M4 wires:
Cells faint in the background.
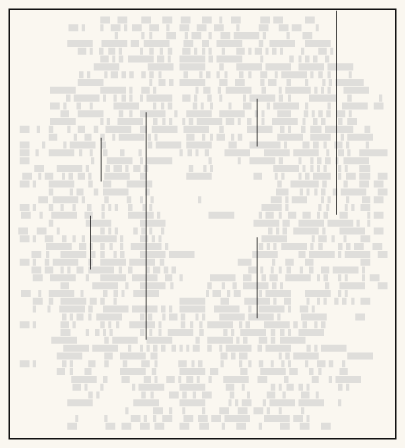
Zoomed window:
Window x 88 to 113, y 25 to 50 um. Cells in gray, sequential cells in the stronger gray; small squares are vias.
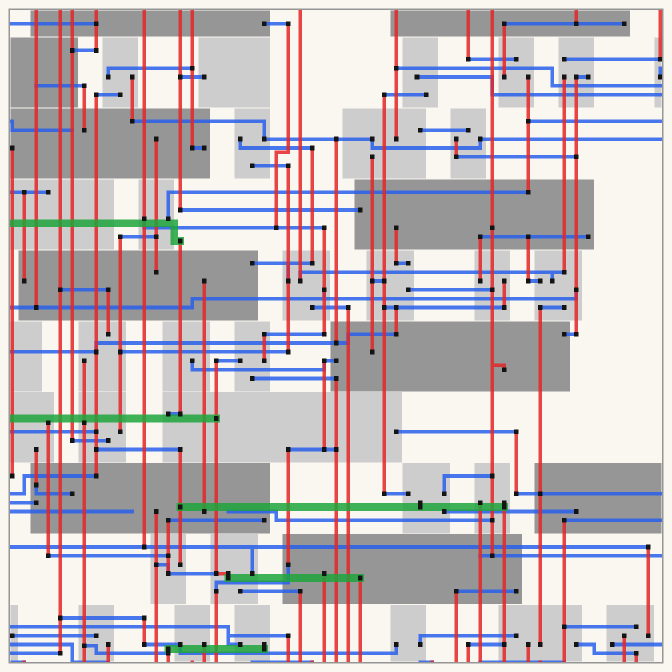
File: config.mk
export PLATFORM = sky130hd
export DESIGN_NAME = fifo_2d_64to22_flat
export DESIGN_NICKNAME = d
export VERILOG_FILES = /design/src/rtl/fifo_2d_64to22_pkg.sv /design/src/rtl/fifo_2d_64to22_if.sv /design/src/rtl/fifo_2d_64to22_chunk_sel.sv /design/src/rtl/fifo_2d_64to22.sv /design/src/flat_wrapper.sv
export SDC_FILE = /design/constraint.sdc
export NUM_CORES = 1
export LEC_CHECK = 0
export ABC_AREA = 1
export CELL_PAD_IN_SITES_DETAIL_PLACEMENT = 1
export CELL_PAD_IN_SITES_GLOBAL_PLACEMENT = 2
export CORE_AREA = 2 2 132 147
export DETAILED_ROUTE_END_ITERATION = 16
export DIE_AREA = 0 0 134 149
export GPL_TIMING_DRIVEN = 0
export PLACE_DENSITY = 0.95
export REMOVE_ABC_BUFFERS = 1
export SETUP_SLACK_MARGIN = 0.4
export SYNTH_ARGS = -nofsm -noshare
export SYNTH_HDL_FRONTEND = slang
export SYNTH_SLANG_ARGS = --single-unit
export TNS_END_PERCENT = 10
File: constraint.sdc
create_clock -name clk -period 15.5 [get_ports clk]
set_input_delay 3.875 -clock clk [delete_from_list [all_inputs] [get_ports clk]]
set_output_delay 3.875 -clock clk [all_outputs]
set_load 0.02 [all_outputs]
File: src/rtl/fifo_2d_64to22_pkg.sv
// Shared format definitions for the 64-bit word <-> 22-bit chunk converters.
// The 22-to-64 packer imports the same constants so both sides agree on
// chunk order (MSB-first) and on the 2-bit zero pad that fills chunk2.
//
// Contents:
//   WORD_W / CHUNK_W        : word and chunk widths
//   CHUNK_CNT_FULL / _SHORT : chunks per full / short word
//   CHUNK0_LSB / CHUNK1_LSB : bit offsets of chunk0 and chunk1 in a word
//   CHUNK2_PAD_W            : zero bits appended below word[19:0] for chunk2
//   slot_t                  : one buffered word plus its short flag
//   last_idx()              : index of the final chunk of a word
package fifo_2d_64to22_pkg;

  localparam int WORD_W          = 64;
  localparam int CHUNK_W         = 22;
  localparam int CHUNK_CNT_FULL  = 3;
  localparam int CHUNK_CNT_SHORT = 2;
  localparam int CHUNK0_LSB      = 42;
  localparam int CHUNK1_LSB      = 20;
  localparam int CHUNK2_PAD_W    = 2;

  typedef struct packed {
    logic [WORD_W-1:0] data;
    logic              is_short;
  } slot_t;

  function automatic logic [1:0] last_idx(input logic is_short);
    return is_short ? 2'(CHUNK_CNT_SHORT - 1) : 2'(CHUNK_CNT_FULL - 1);
  endfunction

endpackage

File: src/rtl/fifo_2d_64to22_if.sv
// Upstream word bus and downstream chunk bus of the 64-to-22 unpacker.
//
// Handshake: a transfer happens on a rising clk edge where valid and ready
// are both high. A source holds its data stable while valid is high and
// ready is low; valid never waits on ready, and ready may be low at any time.
//
// Signals:
//   a_data[63:0], a_short, a_valid  : word from the producer
//   a_ready                         : unpacker can take a word
//   b_data[21:0], b_last, b_valid   : chunk to the consumer
//   b_ready                         : consumer takes the chunk
// Modports:
//   slave  : the unpacker side
//   master : the producer/consumer side (e.g. a testbench)
interface fifo_2d_64to22_if;
  import fifo_2d_64to22_pkg::*;

  logic [WORD_W-1:0]  a_data;
  logic               a_short;
  logic               a_valid;
  logic               a_ready;
  logic [CHUNK_W-1:0] b_data;
  logic               b_last;
  logic               b_valid;
  logic               b_ready;

  modport slave (
    input  a_data, a_short, a_valid, b_ready,
    output a_ready, b_data, b_last, b_valid
  );

  modport master (
    output a_data, a_short, a_valid, b_ready,
    input  a_ready, b_data, b_last, b_valid
  );

endinterface

File: src/rtl/fifo_2d_64to22_chunk_sel.sv
// Combinational chunk selector: picks chunk[idx] out of a 64-bit word and
// flags whether it is the final chunk of that word.
//
// Ports:
//   word[63:0] : buffered word
//   idx[1:0]   : chunk index (0..2)
//   is_short   : word carries 2 chunks instead of 3
//   chunk[21:0]: selected chunk
//   last       : idx is the final chunk index for this word
module fifo_2d_64to22_chunk_sel
  import fifo_2d_64to22_pkg::*;
(
  input  logic [WORD_W-1:0]  word,
  input  logic [1:0]         idx,
  input  logic               is_short,
  output logic [CHUNK_W-1:0] chunk,
  output logic               last
);

  always_comb begin
    chunk = '0;
    case (idx)
      2'd0:    chunk = word[CHUNK0_LSB +: CHUNK_W];
      2'd1:    chunk = word[CHUNK1_LSB +: CHUNK_W];
      // chunk2 only has 20 payload bits; pad the low end with zeros
      default: chunk = {word[CHUNK1_LSB-1:0], {CHUNK2_PAD_W{1'b0}}};
    endcase
  end

  assign last = (idx == last_idx(is_short));

endmodule

File: src/rtl/fifo_2d_64to22.sv
// Width converter: unpacks 64-bit words into 22-bit chunks, MSB-first.
// A full word yields 3 chunks, a short word 2. A 2-slot word buffer lets the
// producer deposit the next word while the current one is being emitted, so
// chunks stream at one per cycle with no bubble between words.
//
// Ports:
//   clk   : clock, rising edge
//   rst   : asynchronous active-high reset
//   flush : synchronous discard of buffered words and chunk progress;
//           wins over any push or pop in the same cycle
//   bus   : fifo_2d_64to22_if.slave (a_* word input, b_* chunk output)
module fifo_2d_64to22
  import fifo_2d_64to22_pkg::*;
(
  input  logic                   clk,
  input  logic                   rst,
  input  logic                   flush,
  fifo_2d_64to22_if.slave        bus
);

  slot_t      slot_q [2];
  slot_t      slot_d [2];
  logic       wr_ptr_q, wr_ptr_d;
  logic       rd_ptr_q, rd_ptr_d;
  logic [1:0] count_q, count_d;
  logic [1:0] idx_q, idx_d;

  slot_t              head;
  logic [CHUNK_W-1:0] sel_chunk;
  logic               sel_last;
  logic               b_valid_w;
  logic               a_ready_w;
  logic               push;
  logic               pop;
  logic               word_done;

  assign head      = slot_q[rd_ptr_q];
  assign b_valid_w = (count_q != 2'd0);
  // Depends on registered count only: a word completing this cycle does not
  // open the buffer until the next cycle.
  assign a_ready_w = (count_q != 2'd2) & ~rst;

  fifo_2d_64to22_chunk_sel u_chunk_sel (
    .word     (head.data),
    .idx      (idx_q),
    .is_short (head.is_short),
    .chunk    (sel_chunk),
    .last     (sel_last)
  );

  assign bus.a_ready = a_ready_w;
  assign bus.b_valid = b_valid_w;
  assign bus.b_data  = b_valid_w ? sel_chunk : '0;
  assign bus.b_last  = b_valid_w & sel_last;

  assign push      = bus.a_valid & a_ready_w;
  assign pop       = b_valid_w & bus.b_ready;
  assign word_done = pop & sel_last;

  always_comb begin
    slot_d   = slot_q;
    wr_ptr_d = wr_ptr_q;
    rd_ptr_d = rd_ptr_q;
    count_d  = count_q;
    idx_d    = idx_q;
    if (flush) begin
      // Slot contents are left as-is; count = 0 makes them unreachable.
      wr_ptr_d = 1'b0;
      rd_ptr_d = 1'b0;
      count_d  = 2'd0;
      idx_d    = 2'd0;
    end else begin
      if (push) begin
        slot_d[wr_ptr_q] = '{data: bus.a_data, is_short: bus.a_short};
        wr_ptr_d         = ~wr_ptr_q;
      end
      if (pop) begin
        if (sel_last) begin
          rd_ptr_d = ~rd_ptr_q;
          idx_d    = 2'd0;
        end else begin
          idx_d    = idx_q + 2'd1;
        end
      end
      case ({push, word_done})
        2'b10:   count_d = count_q + 2'd1;
        2'b01:   count_d = count_q - 2'd1;
        default: count_d = count_q;
      endcase
    end
  end

  always_ff @(posedge clk or posedge rst) begin
    if (rst) begin
      slot_q[0] <= '0;
      slot_q[1] <= '0;
      wr_ptr_q  <= 1'b0;
      rd_ptr_q  <= 1'b0;
      count_q   <= 2'd0;
      idx_q     <= 2'd0;
    end else begin
      slot_q[0] <= slot_d[0];
      slot_q[1] <= slot_d[1];
      wr_ptr_q  <= wr_ptr_d;
      rd_ptr_q  <= rd_ptr_d;
      count_q   <= count_d;
      idx_q     <= idx_d;
    end
  end

endmodule
File: src/flat_wrapper.sv
// flat-port wrapper written by rule: the top's interface ports become plain ports
module fifo_2d_64to22_flat import fifo_2d_64to22_pkg::*;
  (clk, rst, flush, bus_a_data, bus_a_short, bus_a_valid, bus_b_ready, bus_a_ready, bus_b_data, bus_b_last, bus_b_valid);
  fifo_2d_64to22_if bus_i ();
  input  logic clk;
  input  logic rst;
  input  logic flush;
  input wire logic [$bits(bus_i.a_data)-1:0] bus_a_data;
  input wire logic [$bits(bus_i.a_short)-1:0] bus_a_short;
  input wire logic [$bits(bus_i.a_valid)-1:0] bus_a_valid;
  input wire logic [$bits(bus_i.b_ready)-1:0] bus_b_ready;
  output wire logic [$bits(bus_i.a_ready)-1:0] bus_a_ready;
  output wire logic [$bits(bus_i.b_data)-1:0] bus_b_data;
  output wire logic [$bits(bus_i.b_last)-1:0] bus_b_last;
  output wire logic [$bits(bus_i.b_valid)-1:0] bus_b_valid;
  assign bus_i.a_data = bus_a_data;
  assign bus_i.a_short = bus_a_short;
  assign bus_i.a_valid = bus_a_valid;
  assign bus_i.b_ready = bus_b_ready;
  assign bus_a_ready = bus_i.a_ready;
  assign bus_b_data = bus_i.b_data;
  assign bus_b_last = bus_i.b_last;
  assign bus_b_valid = bus_i.b_valid;
  fifo_2d_64to22 u_core (.clk(clk), .rst(rst), .flush(flush), .bus(bus_i));
endmodule
==> flow_summary.yaml <==
# flow metrics
layout:
  nonClkBufAreaFrac: 0.132
  comb_cells: 479
  antenna-diode-count: 0
  nNetsFinal: 903
  sh_seq_area: 0.413
  ff_count: 136
worst_setup_path:
  cp.required_ps: 11620
  crit_family: "buffers and inverters"
  worstRegToRegCells: 11
  crit_end: "bus_a_ready"
  cp.depth: 3
  worst-path-max-fanout: 2
  cp-startpoint: "rst"
routing:
  route.met3.wl_um: 558
  met1_length_um: 7610
  dr.pass1.iters: 5
  top_layer: "met4"
clock_tree:
  ctsHoldBuffers: 0
  clockBufferDepth: 2
  htree_levels: 4
yosys:
  synthCells: 761
  avgSynthCellArea_um2: 8.65
  ys.flops: 136
  yosys.stat.seqShare: 0.517
power:
  clk-power_uw: 400
  power_switching_uw: 484
  clkPwrFrac: 0.282
  vdd_drop_max_v: 0.0000809
  pwr-share-seq: 0.403
  p_int_uw: 933
  power_leader: "registers"
global_routing:
  top_usage_layer: "met2"
  grt_pass1_vias: 5671
  grt_max_degree: 77
  grt_pass1_wl_um: 28200
  grtUsageTotal: 0.179
min_path:
  hold_depth: 2
  whs_endpoint: "u_core.slot_q[89]$_DFFE_PP0P_"
  hp-class: "flop to flop"
floorplanning:
  ios: 95
  fp.coreArea_um2: 18600
  die-area_um2: 20000
  initial_core_util: 0.353
final_timing:
  setup-violations-final: 0
  finalWorstSetupSlack_ps: 6430
  final.setup.tns_ps: 0
flow_run:
  warnings: 26
placed_design:
  routabilityCongestion: 0.719
run_status:
  outcome: "complete, no violations"
## Picture notes: 'M4 wires'
wire length on this layer: 227 um
main direction: vertical
nets with wire on the layer: 4

## Picture notes: 'zoomed window'
legend:
  blue:
    layer: metal 1
  green:
    layer: metal 3
  red:
    layer: metal 2
sequential cells in the window: 7
most frequent: nand2_1 (11), dfrtp_1 (7), o21ai_0 (5)
cells with their middle in the window: 36
netlist names of flops here include: u_core.slot_q (7)

==> registers in the layout (all words and copies together) (netlist names) <==
| signal | flops |
|---|---|
| u_core.wr_ptr_q | 1 |
| u_core.count_q | 2 |
| u_core.idx_q | 2 |
| u_core.slot_q | 130 |
| u_core.rd_ptr_q | 1 |
==> layout by cell type (no fill, tap or decap), types with 4 or more instances in the layout <==
cell type,synthesis,layout
a21oi_1,4,4
a22oi_1,26,26
buf_16,0,4
clkbuf_16,0,17
clkdlybuf4s50_1,0,94
clkinvlp_4,0,4
dfrtp_1,136,135
inv_1,94,93
nand2_1,154,154
nand3_1,5,5
nor2_1,68,68
o21a_1,6,6
o21ai_0,97,97
o21ai_1,50,50
o21ai_2,50,50
o221ai_1,7,7
==> cell usage after synthesis, drive strengths merged <==
master	number	area [um^2]
nand3	6	42.5
buf	30	282
xnor2	1	8.76
nor2	71	279
clkbuf	19	71.3
a22oi	26	195
inv	97	367
o21ai	197	1170
a21oi	4	20.0
o221ai	7	61.3
ha	2	25.0
dfrtp	136	3400
o21a	6	45.0
nand4	2	12.5
nand2	156	596
nor3	1	5.00
==> stage by stage <==
| stage | cells | utilization | instance area (um^2) | power, mW | hold WS, ps |
|---|---|---|---|---|---|
| floorplan | 712 | - | 6230 | 0.848 | 448 |
| CTS | 1091 | 0.442 | 8240 | 1.43 | 477 |
| global placement | 1053 | 0.402 | 7480 | 0.996 | 459 |
| finish | 1091 | 0.442 | 8240 | 1.42 | 480 |
| detailed placement | 1059 | 0.411 | 7650 | 1.02 | 463 |
| global route | 1091 | 0.442 | 8240 | 1.52 | 503 |
==> logic make-up after synthesis <==
family / synth area share
compound gates: 0.227
simple gates: 0.142
buf+inv: 0.109
flops: 0.517
fa+ha+maj: 0.00380
xor+xnor: 0.00133
No activity file was given, so power comes from the tool's default toggle rates.
